run_1/congestion_map.png
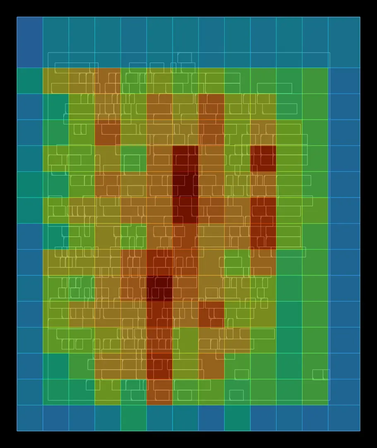
run_1/clock_wires.png
(3 px per um)
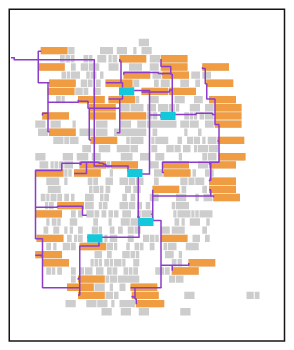
run_1/layers.png
(2 px per um)
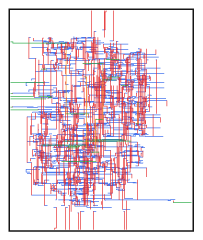
<file path="src/rtl/piece_drop_ctrl.sv">
// Connect-4 draw sequencer: cursor, column heights, current player and board wipe, one drawer request at a time.
// Optional macro WRAP_CURSOR_EN makes left/right wrap around the board edges instead of saturating.
module piece_drop_ctrl #(
  parameter int NUM_COLS = 7,
  parameter int NUM_ROWS = 6
) (
  input  logic       clk,
  input  logic       resetn,
  input  logic       left,
  input  logic       right,
  input  logic       drop,
  input  logic       clear_req,
  input  logic       draw_complete,
  output logic       draw_enable,
  output logic [2:0] draw_column,
  output logic [2:0] draw_row,
  output logic       draw_player,
  output logic       draw_reset_game,
  output logic       cur_player,
  output logic       busy,
  output logic       col_full,
  output logic       board_full
);

  localparam logic [2:0] LAST_COL = 3'(NUM_COLS - 1);
  localparam logic [2:0] ROWS3    = 3'(NUM_ROWS);
  localparam logic [5:0] CELLS    = 6'(NUM_COLS * NUM_ROWS);

  typedef enum logic [2:0] {
    S_IDLE, S_CLEAR_REQ, S_CLEAR_GAP, S_CURSOR_REQ, S_DROP_REQ, S_GAP
  } state_t;

  state_t     r_state;
  logic [2:0] r_cursor;
  logic [2:0] r_heights [0:NUM_COLS-1];
  logic [5:0] r_filled;
  logic [2:0] r_clr_row;
  logic [2:0] r_clr_col;
  logic       r_clr_last;
  logic       r_gap_cursor;
  logic       r_draw_enable;
  logic [2:0] r_draw_column;
  logic [2:0] r_draw_row;
  logic       r_draw_player;
  logic       r_draw_reset_game;
  logic       r_cur_player;
  logic       r_busy;
  logic       r_col_full;
  logic       r_board_full;

  logic [2:0] w_left_col;
  logic [2:0] w_right_col;
  logic       w_left_move;
  logic       w_right_move;
  logic [2:0] w_cur_h;
  logic       w_col_is_full;
  logic [2:0] w_issue_row;
  logic [2:0] w_issue_col;
  logic       w_issue_last;
  logic [2:0] w_next_row;
  logic [2:0] w_next_col;

`ifdef WRAP_CURSOR_EN
  assign w_left_col   = (r_cursor == 3'd0) ? LAST_COL : r_cursor - 3'd1;
  assign w_right_col  = (r_cursor == LAST_COL) ? 3'd0 : r_cursor + 3'd1;
  assign w_left_move  = 1'b1;
  assign w_right_move = 1'b1;
`else
  assign w_left_col   = (r_cursor == 3'd0) ? 3'd0 : r_cursor - 3'd1;
  assign w_right_col  = (r_cursor == LAST_COL) ? LAST_COL : r_cursor + 3'd1;
  assign w_left_move  = (r_cursor != 3'd0);
  assign w_right_move = (r_cursor != LAST_COL);
`endif

  assign w_cur_h       = r_heights[r_cursor];
  assign w_col_is_full = (w_cur_h == ROWS3) || r_board_full;

  // A wipe started from IDLE always begins at cell (1,0); otherwise the wipe counter holds the next cell.
  assign w_issue_row  = (r_state == S_IDLE) ? 3'd1 : r_clr_row;
  assign w_issue_col  = (r_state == S_IDLE) ? 3'd0 : r_clr_col;
  assign w_issue_last = (w_issue_row == ROWS3) && (w_issue_col == LAST_COL);
  assign w_next_col   = (w_issue_col == LAST_COL) ? 3'd0 : w_issue_col + 3'd1;
  assign w_next_row   = (w_issue_col == LAST_COL) ? w_issue_row + 3'd1 : w_issue_row;

  // Sequencer FSM; resets into CLEAR_GAP so the first edge after release starts the wipe.
  always_ff @(posedge clk or negedge resetn) begin
    if (!resetn) begin
      r_state           <= S_CLEAR_GAP;
      r_cursor          <= 3'd0;
      for (int i = 0; i < NUM_COLS; i++) r_heights[i] <= 3'd0;
      r_filled          <= 6'd0;
      r_clr_row         <= 3'd1;
      r_clr_col         <= 3'd0;
      r_clr_last        <= 1'b0;
      r_gap_cursor      <= 1'b0;
      r_draw_enable     <= 1'b0;
      r_draw_column     <= 3'd0;
      r_draw_row        <= 3'd0;
      r_draw_player     <= 1'b0;
      r_draw_reset_game <= 1'b0;
      r_cur_player      <= 1'b0;
      r_busy            <= 1'b0;
      r_col_full        <= 1'b0;
      r_board_full      <= 1'b0;
    end else begin
      r_col_full <= 1'b0;
      case (r_state)
        S_IDLE: begin
          if (clear_req) begin
            r_state           <= S_CLEAR_REQ;
            r_draw_enable     <= 1'b1;
            r_draw_row        <= w_issue_row;
            r_draw_column     <= w_issue_col;
            r_draw_player     <= 1'b0;
            r_draw_reset_game <= 1'b1;
            r_clr_row         <= w_next_row;
            r_clr_col         <= w_next_col;
            r_clr_last        <= w_issue_last;
            r_busy            <= 1'b1;
          end else if (drop) begin
            if (w_col_is_full) begin
              r_col_full <= 1'b1;
            end else begin
              r_state           <= S_DROP_REQ;
              r_draw_enable     <= 1'b1;
              r_draw_row        <= ROWS3 - w_cur_h;
              r_draw_column     <= r_cursor;
              r_draw_player     <= r_cur_player;
              r_draw_reset_game <= 1'b0;
              r_busy            <= 1'b1;
            end
          end else if ((left && !right && w_left_move) || (right && !left && w_right_move)) begin
            r_cursor          <= left ? w_left_col : w_right_col;
            r_state           <= S_CURSOR_REQ;
            r_draw_enable     <= 1'b1;
            r_draw_row        <= 3'd0;
            r_draw_column     <= left ? w_left_col : w_right_col;
            r_draw_player     <= r_cur_player;
            r_draw_reset_game <= 1'b0;
            r_busy            <= 1'b1;
          end else begin
            r_busy <= 1'b0;
          end
        end
        S_CLEAR_REQ: begin
          if (draw_complete) begin
            r_state       <= S_CLEAR_GAP;
            r_draw_enable <= 1'b0;
            if (r_clr_last) begin
              for (int i = 0; i < NUM_COLS; i++) r_heights[i] <= 3'd0;
              r_filled     <= 6'd0;
              r_cur_player <= 1'b0;
              r_cursor     <= 3'd0;
              r_board_full <= 1'b0;
            end
          end
        end
        S_CLEAR_GAP: begin
          r_busy        <= 1'b1;
          r_draw_enable <= 1'b1;
          if (r_clr_last) begin
            r_clr_last        <= 1'b0;
            r_state           <= S_CURSOR_REQ;
            r_draw_row        <= 3'd0;
            r_draw_column     <= r_cursor;
            r_draw_player     <= r_cur_player;
            r_draw_reset_game <= 1'b0;
          end else begin
            r_state           <= S_CLEAR_REQ;
            r_draw_row        <= w_issue_row;
            r_draw_column     <= w_issue_col;
            r_draw_player     <= 1'b0;
            r_draw_reset_game <= 1'b1;
            r_clr_row         <= w_next_row;
            r_clr_col         <= w_next_col;
            r_clr_last        <= w_issue_last;
          end
        end
        S_CURSOR_REQ: begin
          if (draw_complete) begin
            r_state       <= S_GAP;
            r_draw_enable <= 1'b0;
            r_gap_cursor  <= 1'b0;
          end
        end
        S_DROP_REQ: begin
          if (draw_complete) begin
            r_state             <= S_GAP;
            r_draw_enable       <= 1'b0;
            r_heights[r_cursor] <= w_cur_h + 3'd1;
            r_filled            <= r_filled + 6'd1;
            r_board_full        <= (r_filled + 6'd1 == CELLS);
            r_cur_player        <= ~r_cur_player;
            r_gap_cursor        <= 1'b1;
          end
        end
        S_GAP: begin
          if (r_gap_cursor) begin
            r_gap_cursor      <= 1'b0;
            r_state           <= S_CURSOR_REQ;
            r_draw_enable     <= 1'b1;
            r_draw_row        <= 3'd0;
            r_draw_column     <= r_cursor;
            r_draw_player     <= r_cur_player;
            r_draw_reset_game <= 1'b0;
          end else begin
            r_state <= S_IDLE;
            r_busy  <= 1'b0;
          end
        end
        default: begin
          r_state       <= S_IDLE;
          r_draw_enable <= 1'b0;
          r_busy        <= 1'b0;
        end
      endcase
    end
  end

  assign draw_enable     = r_draw_enable;
  assign draw_column     = r_draw_column;
  assign draw_row        = r_draw_row;
  assign draw_player     = r_draw_player;
  assign draw_reset_game = r_draw_reset_game;
  assign cur_player      = r_cur_player;
  assign busy            = r_busy;
  assign col_full        = r_col_full;
  assign board_full      = r_board_full;

endmodule

</file>
<file path="config.mk">
export PLATFORM = sky130hd
export DESIGN_NAME = piece_drop_ctrl
export DESIGN_NICKNAME = d
export VERILOG_FILES = /design/src/rtl/piece_drop_ctrl.sv
export SDC_FILE = /design/constraint.sdc
export NUM_CORES = 1
export LEC_CHECK = 0
export CORE_ASPECT_RATIO = 1.25
export CORE_MARGIN = 8
export CORE_UTILIZATION = 45
export DETAILED_ROUTE_END_ITERATION = 10
export PLACE_DENSITY_LB_ADDON = 0.3
export SYNTH_ARGS = -nofsm -noshare
export SYNTH_HDL_FRONTEND = slang
export SYNTH_SLANG_ARGS = --single-unit
</file>
<file path="constraint.sdc">
create_clock -name clk -period 7.9 [get_ports clk]
set_input_delay 1.58 -clock clk [delete_from_list [all_inputs] [get_ports clk]]
set_output_delay 1.58 -clock clk [all_outputs]
set_load 0.02 [all_outputs]
</file>
==> impl.org, run 1 <==
#+TITLE: Flow metrics

** Floorplan
- Per the OpenROAD floorplan log, the height of the die is 110 um.
- The floorplan step records an initial core utilization of 46.0%.
- For reference, the placement row count at floorplan is 34.

** Place
- Hpwl dp :: 5310 um
- The count of buffers added on input and output ports is 19.

** Final timing
- The final max-slew violation count recorded for this run is 0.
- At the pin with the least slew margin, the transition time is 1030 ps.
- Period utilization :: 45.8%

** Critical path
- Critical-path cell list :: inv_1 -> nor3_1 -> a22o_1 -> nor2_1 -> o21ai_0 -> ha_1 -> nor3b_1 -> a22o_1
- In this run the critical register-to-register path is launched from r_cursor[0].
- Per the timing report, the most critical flop-to-flop path finishes at r_heights[19].
- Per STA, the highest per-stage delay on the worst path measures 860 ps.
- The report puts the cell count of the worst reg-to-reg path at 8.

** Clocking
- In this run, CTS created clock tree buffers numbering 5.
- Post-CTS repair changed the size of 0 cells.

** Synth
- Per the post-synthesis report, the nets total 357.
- For this design, Yosys synthesis ends with a cell count of 338.
- Counting flops with an async set or reset pin after synthesis yields a share of 100%.
- Syn Inst Count :: 338
- The synthesized netlist has a Yosys-reported chip area of 3190 sq um.
- Of the total synthesized cell area, the portion taken by XOR and XNOR cells is 1.37%.
- Area share of fa/ha/maj cells after synthesis :: 4.71%

** Routing
- Number of iterations in the first detailed-routing pass :: 4

** Global route
- Entering global routing, the biggest net connects 55 pins.
- First-pass GRT wire length :: 12500 um
- The number of global-route vias before repair is 2492.

** Min path
- Counting instances, the worst hold path has a depth of 1.

** Status
- The run finished with clean final reports.

** Power and ir drop
- Leakage power of the design :: 1.49 nW

** Final layout
- Fill cells in the final layout number 657.
Notes on congestion_map.png above:
grt met2 use: 26.2%
final cell utilization of the core: 51.0%
Top Usage Layer GRT: met2
grt met1 use: 18.9%

Notes on clock_wires.png above:
[clock wires] purple | length: 641 um
[clock-net drivers] cyan | count: 5
[flip-flops] orange | count: 54
routed clock nets: 6
flops lie: all over the die
clock network power: 0.193 mW
worst setup skew after layout: 10.4 ps

Notes on layers.png above:
| layer | colour | wire length |
|---|---|---|
| M1 | blue | 3340 um |
| M2 | red | 3680 um |
| M4 | orange | 123 um |
| M3 | green | 259 um |

==> run 1: worst max path at each step <==
stage | to | start | cells after the start | slack [ps]
CTS | r_heights[19] | r_cursor[0] | 8 | 4310
global placement | r_state[1] | clear_req | 6 | 3970
finish | r_heights[19] | r_cursor[0] | 8 | 4280
detailed placement | r_state[1] | clear_req | 6 | 4020
floorplan | r_state[1] | drop | 5 | 4990
global route | r_heights[19] | r_cursor[0] | 8 | 4070
==> run 1: sequential cells by signal, indices dropped and copies added, names as in the netlist, 3 cells and up <==
register,flops
r_heights,21
r_filled,6
draw_column,3
draw_row,3
r_clr_col,3
r_clr_row,3
r_cursor,3
r_state,3
==> run 1: area by class of cell <==
class	count	area (sq um)	area share (%)
inverter	16	60.1	1.70
clock inverter	3	48.8	1.38
timing repair buffer	20	193	5.45
clock buffer	5	68.8	1.95
multi-input combinational	254	1700	48.0
tap	90	113	3.19
sequential	54	1350	38.3
==> run 1: power breakdown <==
group	leakage (nW)	internal (mW)	switching, mW
Sequential	0.715	0.354	0.117
Combinational	0.720	0.222	0.285
Clock	0.0563	0.0966	0.0968
Total	1.49	0.673	0.498
==> run 1: Yosys cell counts, types with 3 or more instances <==
cell / number
o211ai_1: 4
nor2b_1: 3
a21oi_1: 21
nand2b_1: 3
clkbuf_1: 6
a21o_1: 3
nor3b_1: 3
a22oi_1: 3
mux2_2: 4
nor3_1: 9
o22ai_1: 5
nor2_1: 25
xor2_1: 4
dfrtp_1: 52
nand3b_1: 3
mux2i_1: 7
ha_1: 12
nand2_1: 28
o2bb2ai_1: 4
buf_2: 4
inv_1: 16
or3_1: 3
o21ai_0: 40
nand3_1: 7
a22o_1: 24
==> run 1: logic make-up (layout without fill, tap and decap cells) <==
logic type                 count (synthesis)  after routing
DFF                                       54             54
AOI/OAI and AO/OA                        124            124
muxes                                     13             13
adders and majority gates                 12             12
buffers and inverters                     30             44
and+or+nand+nor                          100            100
xor gates and xnor gates                   5              5
==> run 1: worst max-delay path: cells and delay by family, from the launching register on <==
family	cells	cell delay, ps
and+or+nand+nor	3	1360
DFF	1	860
AOI/OAI and AO/OA	3	690
adders and majority gates	1	340
buffers and inverters	1	300
==> run 1: through the flow <==
step	hold slack [ps]	cells	util, %	instance area, sq um
CTS	514	442	51.0	3530
detailed placement	489	434	49.3	3420
finish	509	442	51.0	3530
global route	523	442	51.0	3530
floorplan	459	338	-	3190
global placement	473	434	49.3	3420
==> run 1: routing by layer <==
layer  vias to the layer above  wire length [um]  track usage, %
li1                       1264                 -               -
met1                      1245              3340            18.9
met3                        11               258            2.64
met2                        43              3680            26.2
met4                         0               123            6.57
met5                         -                 0               0
run_1/m3.png
(2 px per um)
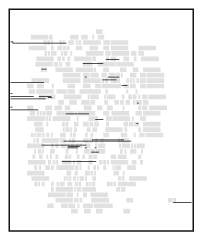

==> run 2, diff against run 1 <==
Clock period 7.9 ns to 3.1 ns, I/O delays scaled along.
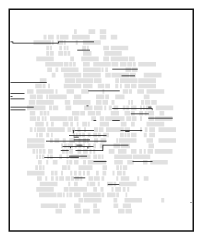
run_2/m3.png
(2 px per um)
nets with wire on the layer: 30
share of all routed wire: 4.7%
wire length on this layer: 367 um
longest straight run: 29.9 um

==> impl.org, run 2 <==
#+TITLE: Flow metrics

** Synth
- The area recorded from the Yosys report for this design is 3190 sq um.
- Cell types with the highest counts after synthesis :: dfrtp_1, o21ai_0, nand2_1, nor2_1, a22o_1
- Mean post-synth cell area :: 9.43 sq um
- Async set or reset register ratio after synthesis :: 100%
- The synthesized netlist was found by Yosys to have 338 cells.
- The synthesis stats list as the most numerous cell dfrtp_1.
- Counting every net in the synthesized netlist gives 357.
- Syn Inst Count :: 338

** Power and ir drop
- The power report puts the leakage power at 1.54 nW.
- The final power report lists total power as 2.96 mW.

** Routing
- Total length of routed wires :: 7890 um
- The detailed router reports a met2 wire length of 4090 um.
- Routed metal-1 wirelength :: 3340 um
- According to the report, the first pass of detailed routing completed in 4 iterations.
- The highest metal layer carrying signal wires in the routed design is met4.
- Total length of routed met3 wires :: 367 um

** Final layout
- The final report lists a non-filler cell total of 454.
- Post-synthesis to final-layout area growth :: 12.8%
- Registers with the most flip-flops :: r_heights (21), r_filled (6)
- Max FFs per register :: 21
- The net count of the finished layout is 382.
- Leaving out fill and tap cells, the most frequent cells in the layout are dfrtp_1, o21ai_0, nand2_1.
- More flip-flops sit in one register than any other, and that register is r_heights.

** Final timing
- Final tally of max-slew violations :: 0
- Per the slew report, the remaining headroom to the max-slew limit stands at 65.7%.
- Period utilization :: 85.9%
- Worst setup skew after layout :: 6.77 ps
- Hold_ws :: 247 ps
- Transition time at the pin with the least slew margin :: 511 ps
- Total negative slack for setup checks :: 0 ps

** Global route
- Vias in the first global route :: 2667
- Entering global routing, the biggest net connects 37 pins.
- First-pass GRT wire length :: 13200 um

** Place
- Post-placement cell count :: 446
- RD Place Congestion :: 0.900
- Buffers placed on the I/O ports in this run total 19.
- Hpwl dp :: 5850 um

** Min path
- The type recorded for the worst min-delay path is in2async.

** Critical path
- The cell that appears most often on the critical path is ha_1.
- Listed in order, past its start point the critical path passes inv_1 -> ha_1 -> ha_1 -> nor3b_1 -> a21oi_1 -> nand3b_1 -> a22oi_1 -> nor2_4 -> mux2_2.
- At the worst endpoint, the arrival time is 2870 ps.
- The largest single stage delay on the critical path is 590 ps.

** Floorplan
- Starting density of the core :: 46.0%
- The die is 110 um tall.
- In this run the core area contains 34 standard-cell rows.

** Status
- Outcome :: finished clean

** Clocking
- For reference, the clock transition at the flip-flops on the worst setup and hold paths is 100 ps.
- After clock tree synthesis, the repair step resized 0 gates.
- Number of clock buffers inserted by TritonCTS :: 5
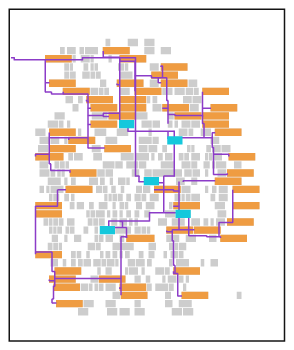
run_2/clock_wires.png
(3 px per um)
[flip-flops] orange | count: 54
[clock wires] purple | length: 671 um
[clock-net drivers] cyan | count: 5
routed clock nets: 6

-- run 2: cell counts after synthesis --
No cell type changed its count.
-- run 2: report_power, final --
| group | internal (mW) | leakage (nW) | total (mW) | switching, mW |
|---|---|---|---|---|
| combinational | 0.606 | 0.782 | 1.39 | 0.787 |
| sequential | 0.903 | 0.715 | 1.16 | 0.259 |
| clock | 0.159 | 0.0441 | 0.401 | 0.241 |
-- run 2: path summary, 6_finish.rpt --
check | cells after the start | slack [ps] | to | start
max in group asynchronous | 2 | 2040 | r_heights[0] | resetn
min reg2reg | 1 | 500 | r_filled[5] | r_filled[5]
max | 9 | 440 | draw_column[0] | r_cursor[1]
min in group clk | 1 | 500 | r_filled[5] | r_filled[5]
min | 1 | 250 | r_clr_row[2] | resetn
max reg2reg | 9 | 440 | draw_column[0] | r_cursor[1]
-- run 2: stage by stage --
| step | instance area, sq um | util, % |
|---|---|---|
| final | 3600 | 51.9 |
| after global routing | 3600 | 51.9 |
| after detailed placement | 3510 | 50.6 |
| after floorplan | 3190 | - |
| after global placement | 3510 | 50.6 |
| after CTS | 3600 | 51.9 |
-- run 2: per-layer routing --
| metal | vias up | global-route usage [%] |
|---|---|---|
| met5 | - | 0 |
| met4 | 0 | 5.63 |
| met3 | 8 | 3.05 |
| met2 | 68 | 29.8 |
| met1 | 1310 | 18.8 |
| li1 | 1292 | - |
-- run 2: cell type report --
cell class | instances | area (sq um)
Multi-Input combinational cell | 254 | 1700
Timing Repair Buffer | 32 | 283
Clock inverter | 3 | 21.3
Clock buffer | 5 | 68.8
Sequential cell | 54 | 1350
Inverter | 16 | 60.1
Fill cell | 656 | 3340
Tap cell | 90 | 113
-- run 2: critical path, delay by kind of cell, from the launching register on --
kind / cells / cell delay, ps
adder cells (fa/ha/maj): 2 / 480
AND-OR/OR-AND: 2 / 270
buffers and inverters: 1 / 180
AND/OR/NAND/NOR: 3 / 690
flip-flops: 1 / 590
multiplexers: 1 / 360
-- run 2: cells by family after synthesis --
| family | count (synthesis) | synth area share, % |
|---|---|---|
| xor+xnor | 5 | 1.37 |
| mux | 13 | 4.55 |
| fa+ha+maj | 12 | 4.71 |
| compound gates | 124 | 26.5 |
| flops | 54 | 42.5 |
| simple gates | 100 | 16.1 |
| buf+inv | 30 | 4.28 |
Power is estimated from default activity; no workload was simulated.
